===== src/rtl/tcdm_addr_demux.sv =====
// TCDM 1-to-NB_OUT address demultiplexer with an in-order read ordering FIFO.
// Unmapped accesses are granted locally; unmapped reads are answered with ERR_DATA.
package tcdm_addr_demux_pkg;

    typedef struct packed {
        logic [31:0] idx;
        logic [31:0] start_addr;
        logic [31:0] end_addr;
    } addr_map_rule_t;

    typedef struct packed {
        logic       empty;
        logic       full;
        logic [7:0] push_pointer;
        logic [7:0] pop_pointer;
    } flags_fifo_t;

endpackage

module tcdm_addr_demux
    import tcdm_addr_demux_pkg::*;
#(
    parameter int unsigned NB_OUT          = 4,
    parameter int unsigned NB_RULES        = 4,
    parameter int unsigned DW              = 32,
    parameter int unsigned AW              = 32,
    parameter int unsigned MAX_OUTSTANDING = 8,
    parameter logic [31:0] ERR_DATA        = 32'hBADCAB1E
) (
    input  logic                              clk_i,
    input  logic                              rst_i,
    input  addr_map_rule_t [NB_RULES-1:0]     rules_i,
    input  logic                              in_req_i,
    input  logic [AW-1:0]                     in_addr_i,
    input  logic                              in_wen_i,
    input  logic [DW-1:0]                     in_data_i,
    input  logic [DW/8-1:0]                   in_be_i,
    output logic                              in_gnt_o,
    output logic [DW-1:0]                     in_r_data_o,
    output logic                              in_r_valid_o,
    input  logic                              in_r_ready_i,
    output logic [NB_OUT-1:0]                 out_req_o,
    output logic [NB_OUT-1:0][AW-1:0]         out_addr_o,
    output logic [NB_OUT-1:0]                 out_wen_o,
    output logic [NB_OUT-1:0][DW-1:0]         out_data_o,
    output logic [NB_OUT-1:0][DW/8-1:0]       out_be_o,
    input  logic [NB_OUT-1:0]                 out_gnt_i,
    input  logic [NB_OUT-1:0][DW-1:0]         out_r_data_i,
    input  logic [NB_OUT-1:0]                 out_r_valid_i,
    output logic [NB_OUT-1:0]                 out_r_ready_o,
    output flags_fifo_t                       flags_o,
    output logic                              err_o
);

    localparam int unsigned IdxW = (NB_OUT > 1) ? $clog2(NB_OUT) : 1;
    localparam int unsigned PtrW = $clog2(MAX_OUTSTANDING);
    localparam logic [DW-1:0] ErrData = DW'(ERR_DATA);

    typedef struct packed {
        logic            err;
        logic [IdxW-1:0] idx;
    } entry_t;

    logic            hit;
    logic [31:0]     hit_idx;
    logic            mapped;
    logic [IdxW-1:0] sel;
    logic            stall;
    logic            push;
    logic            pop;
    logic            empty;
    logic            full;
    logic            err_q;
    logic [PtrW:0]   wr_ptr_q;
    logic [PtrW:0]   rd_ptr_q;
    entry_t          mem_q [MAX_OUTSTANDING];
    entry_t          head;

    // Lowest-numbered matching rule wins.
    always_comb begin
        hit     = 1'b0;
        hit_idx = '0;
        for (int unsigned r = 0; r < NB_RULES; r++) begin
            if (!hit && (in_addr_i >= rules_i[r].start_addr[AW-1:0])
                     && (in_addr_i <  rules_i[r].end_addr[AW-1:0])) begin
                hit     = 1'b1;
                hit_idx = rules_i[r].idx;
            end
        end
    end

    assign mapped = hit && (hit_idx < NB_OUT);
    assign sel    = hit_idx[IdxW-1:0];
    // Reads stall on a full FIFO even if a pop frees a slot this cycle.
    assign stall  = ~in_wen_i & full;

    always_comb begin
        out_req_o  = '0;
        out_addr_o = '0;
        out_wen_o  = '0;
        out_data_o = '0;
        out_be_o   = '0;
        if (mapped) begin
            out_req_o[sel]  = in_req_i & ~stall;
            out_addr_o[sel] = in_addr_i;
            out_wen_o[sel]  = in_wen_i;
            out_data_o[sel] = in_data_i;
            out_be_o[sel]   = in_be_i;
        end
    end

    assign in_gnt_o = mapped ? (out_gnt_i[sel] & out_req_o[sel]) : (in_req_i & ~stall);
    assign push     = in_gnt_o & ~in_wen_i;

    assign empty = (wr_ptr_q == rd_ptr_q);
    assign full  = (wr_ptr_q[PtrW] != rd_ptr_q[PtrW]) &&
                   (wr_ptr_q[PtrW-1:0] == rd_ptr_q[PtrW-1:0]);
    assign head  = mem_q[rd_ptr_q[PtrW-1:0]];

    always_comb begin
        in_r_valid_o  = 1'b0;
        in_r_data_o   = '0;
        out_r_ready_o = '0;
        if (!empty) begin
            if (head.err) begin
                in_r_valid_o = 1'b1;
                in_r_data_o  = ErrData;
            end else begin
                in_r_valid_o            = out_r_valid_i[head.idx];
                in_r_data_o             = out_r_data_i[head.idx];
                out_r_ready_o[head.idx] = in_r_ready_i;
            end
        end
    end

    assign pop = in_r_valid_o & in_r_ready_i;

    always_ff @(posedge clk_i or posedge rst_i) begin
        if (rst_i) begin
            wr_ptr_q <= '0;
            rd_ptr_q <= '0;
            err_q    <= 1'b0;
        end else begin
            if (push) wr_ptr_q <= wr_ptr_q + 1'b1;
            if (pop)  rd_ptr_q <= rd_ptr_q + 1'b1;
            err_q <= in_gnt_o & ~mapped;
        end
    end

    // Storage needs no reset: entries are only read between push and pop.
    always_ff @(posedge clk_i) begin
        if (push) mem_q[wr_ptr_q[PtrW-1:0]] <= '{err: ~mapped, idx: sel};
    end

    assign err_o   = err_q;
    assign flags_o = '{empty:        empty,
                       full:         full,
                       push_pointer: 8'(wr_ptr_q[PtrW-1:0]),
                       pop_pointer:  8'(rd_ptr_q[PtrW-1:0])};

endmodule

===== config.mk =====
export PLATFORM = sky130hd
export DESIGN_NAME = tcdm_addr_demux
export DESIGN_NICKNAME = d
export VERILOG_FILES = /design/src/rtl/tcdm_addr_demux.sv
export SDC_FILE = /design/constraint.sdc
export NUM_CORES = 1
export LEC_CHECK = 0
export CORE_AREA = 2 2 363 365
export CTS_CLUSTER_DIAMETER = 30
export DETAILED_ROUTE_END_ITERATION = 12
export DIE_AREA = 0 0 365 367
export GPL_ROUTABILITY_DRIVEN = 0
export SYNTH_ARGS = -nofsm -noshare
export SYNTH_HDL_FRONTEND = slang
export SYNTH_SLANG_ARGS = --single-unit

===== constraint.sdc =====
create_clock -name clk_i -period 7.85 [get_ports clk_i]
set_input_delay 1.1775 -clock clk_i [delete_from_list [all_inputs] [get_ports clk_i]]
set_output_delay 1.1775 -clock clk_i [all_outputs]
set_load 0.005 [all_outputs]

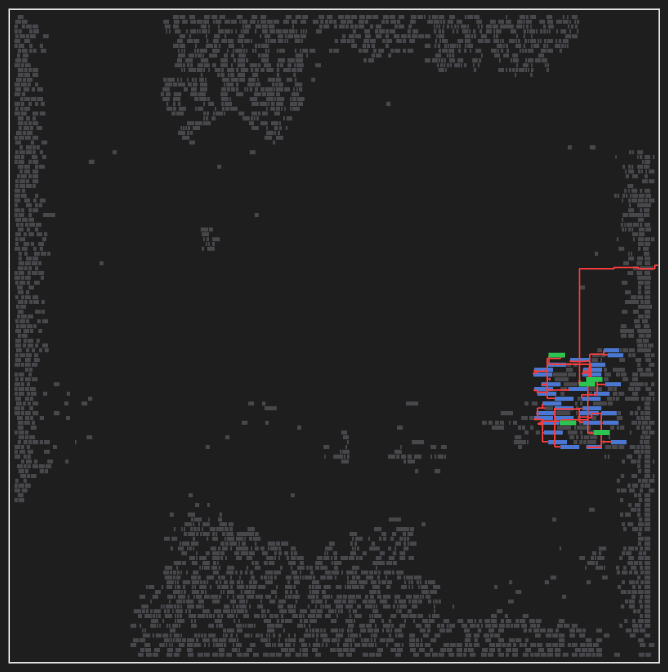
*Clock network drawn from the DEF, run 1*
[clock wires] red | length: 517 um
[flip-flops] blue | count: 33
[cells driving clock nets] green | count: 5
routed clock nets: 6

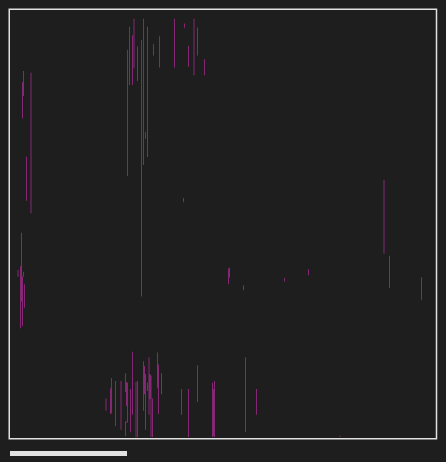
*Signal wires on met4, run 1*
Bar = 100 um.
main direction: vertical
nets with wire on the layer: 65
share of all routed wire: 3.0%

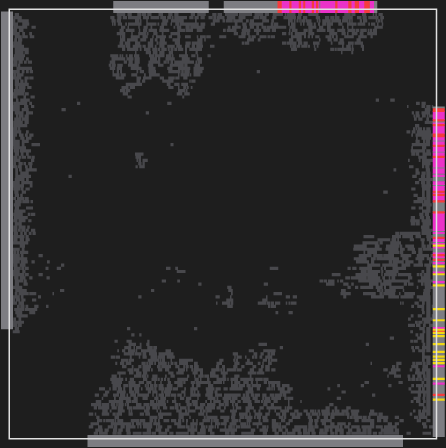
*I/O pins on the die edge, run 1*
Pins as bars across the die edge, other pins in gray.
[in_r_data_o] red | pins: 32 | direction: output | edge: 17 right, 15 top
[out_be_o] yellow | pins: 16 | direction: output | edge: right
[out_r_data_i] magenta | pins: 128 | direction: input | edge: 65 top, 63 right
all pins by edge: 293 bottom, 229 top, 208 right, 200 left

==> impl_metrics.tcl, run 1 <==
# place-and-route summary
set metrics [dict create \
    dpl_worst_slack_ps 360 \
    drt_iter0_markers 899 \
    slew_violations 0 \
    rows 133 \
    synth.area.top_cells "ha_1 27%, and3_1 16%, inv_1 8.5%" \
    status "complete, no violations" \
    fin_util_pct 18.0 \
    slew_headroom_pct 33.9 \
    crit_type "input port to output port" \
    holdWs_ps 491 \
    start_kind "input port" \
    post_cts_buffers 0 \
    comb_area_mm2 0.00927 \
    crit_slowest_cell "clkdlybuf4s50_1" \
    overflow 0 \
    cts.htree.levels 2 \
    grt_usage_pct 11.7 \
    met3_wirelength_mm 6.90 \
    synthAoiAreaFrac_pct 14.1 \
    path_max_fanout 50 \
    yosysWarnings 0 \
    n_antenna_cell 24 \
    ff2ff_path_depth 9 \
    fin_nets 3383 \
    cp.arrival_ps 6190 \
    r2r_slack_ps 4040 \
    hold_path_class "register to register" \
    antenna_found_initial 37 \
    warning_count 26 \
    grt_pass1_wl_mm 112 \
    port_buffers 919 \
    holdPathStages 1 \
    synthTopCellsByCount "288 x and3_1, 261 x inv_1, 254 x ha_1" \
    cp.depth 16 \
    cts.reportedPaths.clkPinSlew_ps 50 \
    finClkSkew_ps 6.14 \
    grtUsageMet1_pct 12.6 \
    fillers 14680 \
    grt-busiest-layer "met2" \
    logic_gates 1232 \
    clk_path_buf_depth 2 \
    xor_area_share_pct 0.757 \
    crit_start "in_addr_i[19]" \
    cts_tree "yes" \
    dieArea_mm2 0.134 \
]
==> run 1 -> run 2 <==
--- a/config.mk
+++ b/config.mk
@@ -10,6 +10,7 @@
 export DETAILED_ROUTE_END_ITERATION = 12
 export DIE_AREA = 0 0 365 367
 export GPL_ROUTABILITY_DRIVEN = 0
+export HOLD_SLACK_MARGIN = 0.06
 export SYNTH_ARGS = -nofsm -noshare
 export SYNTH_HDL_FRONTEND = slang
 export SYNTH_SLANG_ARGS = --single-unit
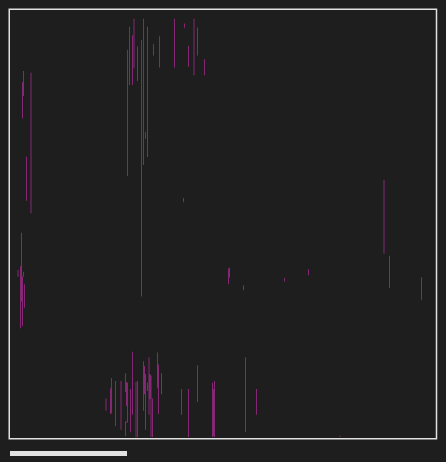
*Signal wires on met4, run 2*
Bar = 100 um.
share of all routed wire: 3.0%
longest straight run: 220 um
wire length on this layer: 2,550 um
nets with wire on the layer: 65
main direction: vertical

==> run 2 against run 1 <==
  * Sequential power barely moved
  * Clock skew did not move
  * First-iteration DRC count did not move
  * Die size did not move
  * Clock power barely moved
  * Critical path type unchanged
  * Critical endpoint unchanged
  * Largest cell class unchanged
==> impl_metrics.tcl, run 2 <==
# place-and-route summary
set metrics [dict create \
    synthTopCellsByCount "288 x and3_1, 261 x inv_1, 254 x ha_1" \
    antenna_found_initial 37 \
    crit_type "input port to output port" \
    finClkSkew_ps 6.14 \
    holdWs_ps 491 \
    synthAoiAreaFrac_pct 14.1 \
    route.met2.wl_mm 42.9 \
    status "complete, no violations" \
    cp.arrival_ps 6190 \
    n_antenna_cell 24 \
    slew_headroom_pct 33.9 \
    met3_wirelength_mm 6.90 \
    route.final.wire_length_mm 84.1 \
    synth.area.top_cells "ha_1 27%, and3_1 16%, inv_1 8.5%" \
    grt_pass1_vias 16149 \
    grt_usage_pct 11.7 \
    drt_iter0_markers 899 \
    crit_start "in_addr_i[19]" \
    coreArea_mm2 0.130 \
    top_cell_area_share_pct 27.5 \
    avgRoutedWirePerCell_um 19.5 \
    cp.depth 16 \
    post_cts_buffers 0 \
    start_kind "input port" \
    grt_pass1_wl_mm 112 \
    xor_area_share_pct 0.757 \
    synth_flops 33 \
    drtPass1Iterations 5 \
    dieArea_mm2 0.134 \
    yosysChipArea_mm2 0.0116 \
    yosysWarnings 0 \
    slew_violations 0 \
    dpl_worst_slack_ps 360 \
    post_cts_resized 0 \
    cts.reportedPaths.clkPinSlew_ps 50 \
    nNonClkBuffers 1003 \
    path_common_cell "clkdlybuf4s50_1" \
    met2_usage_pct 21.8 \
    finalNonFillerCells 4316 \
    fin_nets 3383 \
    yosysTopAreaCell "ha_1" \
    ff2ff_path_depth 9 \
    endpoint "out_addr_o[4]" \
    hold_path_class "register to register" \
    tap_cells 1755 \
    port_buffers 919 \
    clk_path_buf_depth 2 \
    clockBufferCount 8 \
    rows 133 \
    grt-busiest-layer "met2" \
    p_clk_share_pct 6.2 \
    crit_slowest_cell "clkdlybuf4s50_1" \
    cts_tree "yes" \
    path_max_fanout 50 \
    r2r_slack_ps 4040 \
    grtUsageMet1_pct 12.6 \
    worst_slew_pin_slew_ps 982 \
    logic_gates 1232 \
    fin_util_pct 18.0 \
    cts.htree.levels 2 \
    adder_share_pct 27.5 \
    die_x_um 365 \
    largestClassByArea "buffers" \
    fillers 14680 \
    comb_area_mm2 0.00927 \
    p_int_mw 1.67 \
    warning_count 26 \
    holdPathStages 1 \
    end_kind "output port" \
    r2r_start "rd_ptr_q[0]" \
    overflow 0 \
]
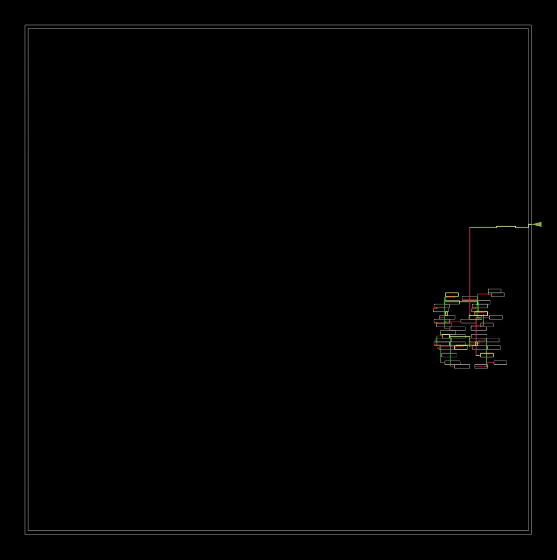
*Clock wiring as the flow saved it, run 2*
P_clk: 194 uW
CTS sink count: 33
CTS Buf Count: 5

Power and IR drop assume default switching activity.
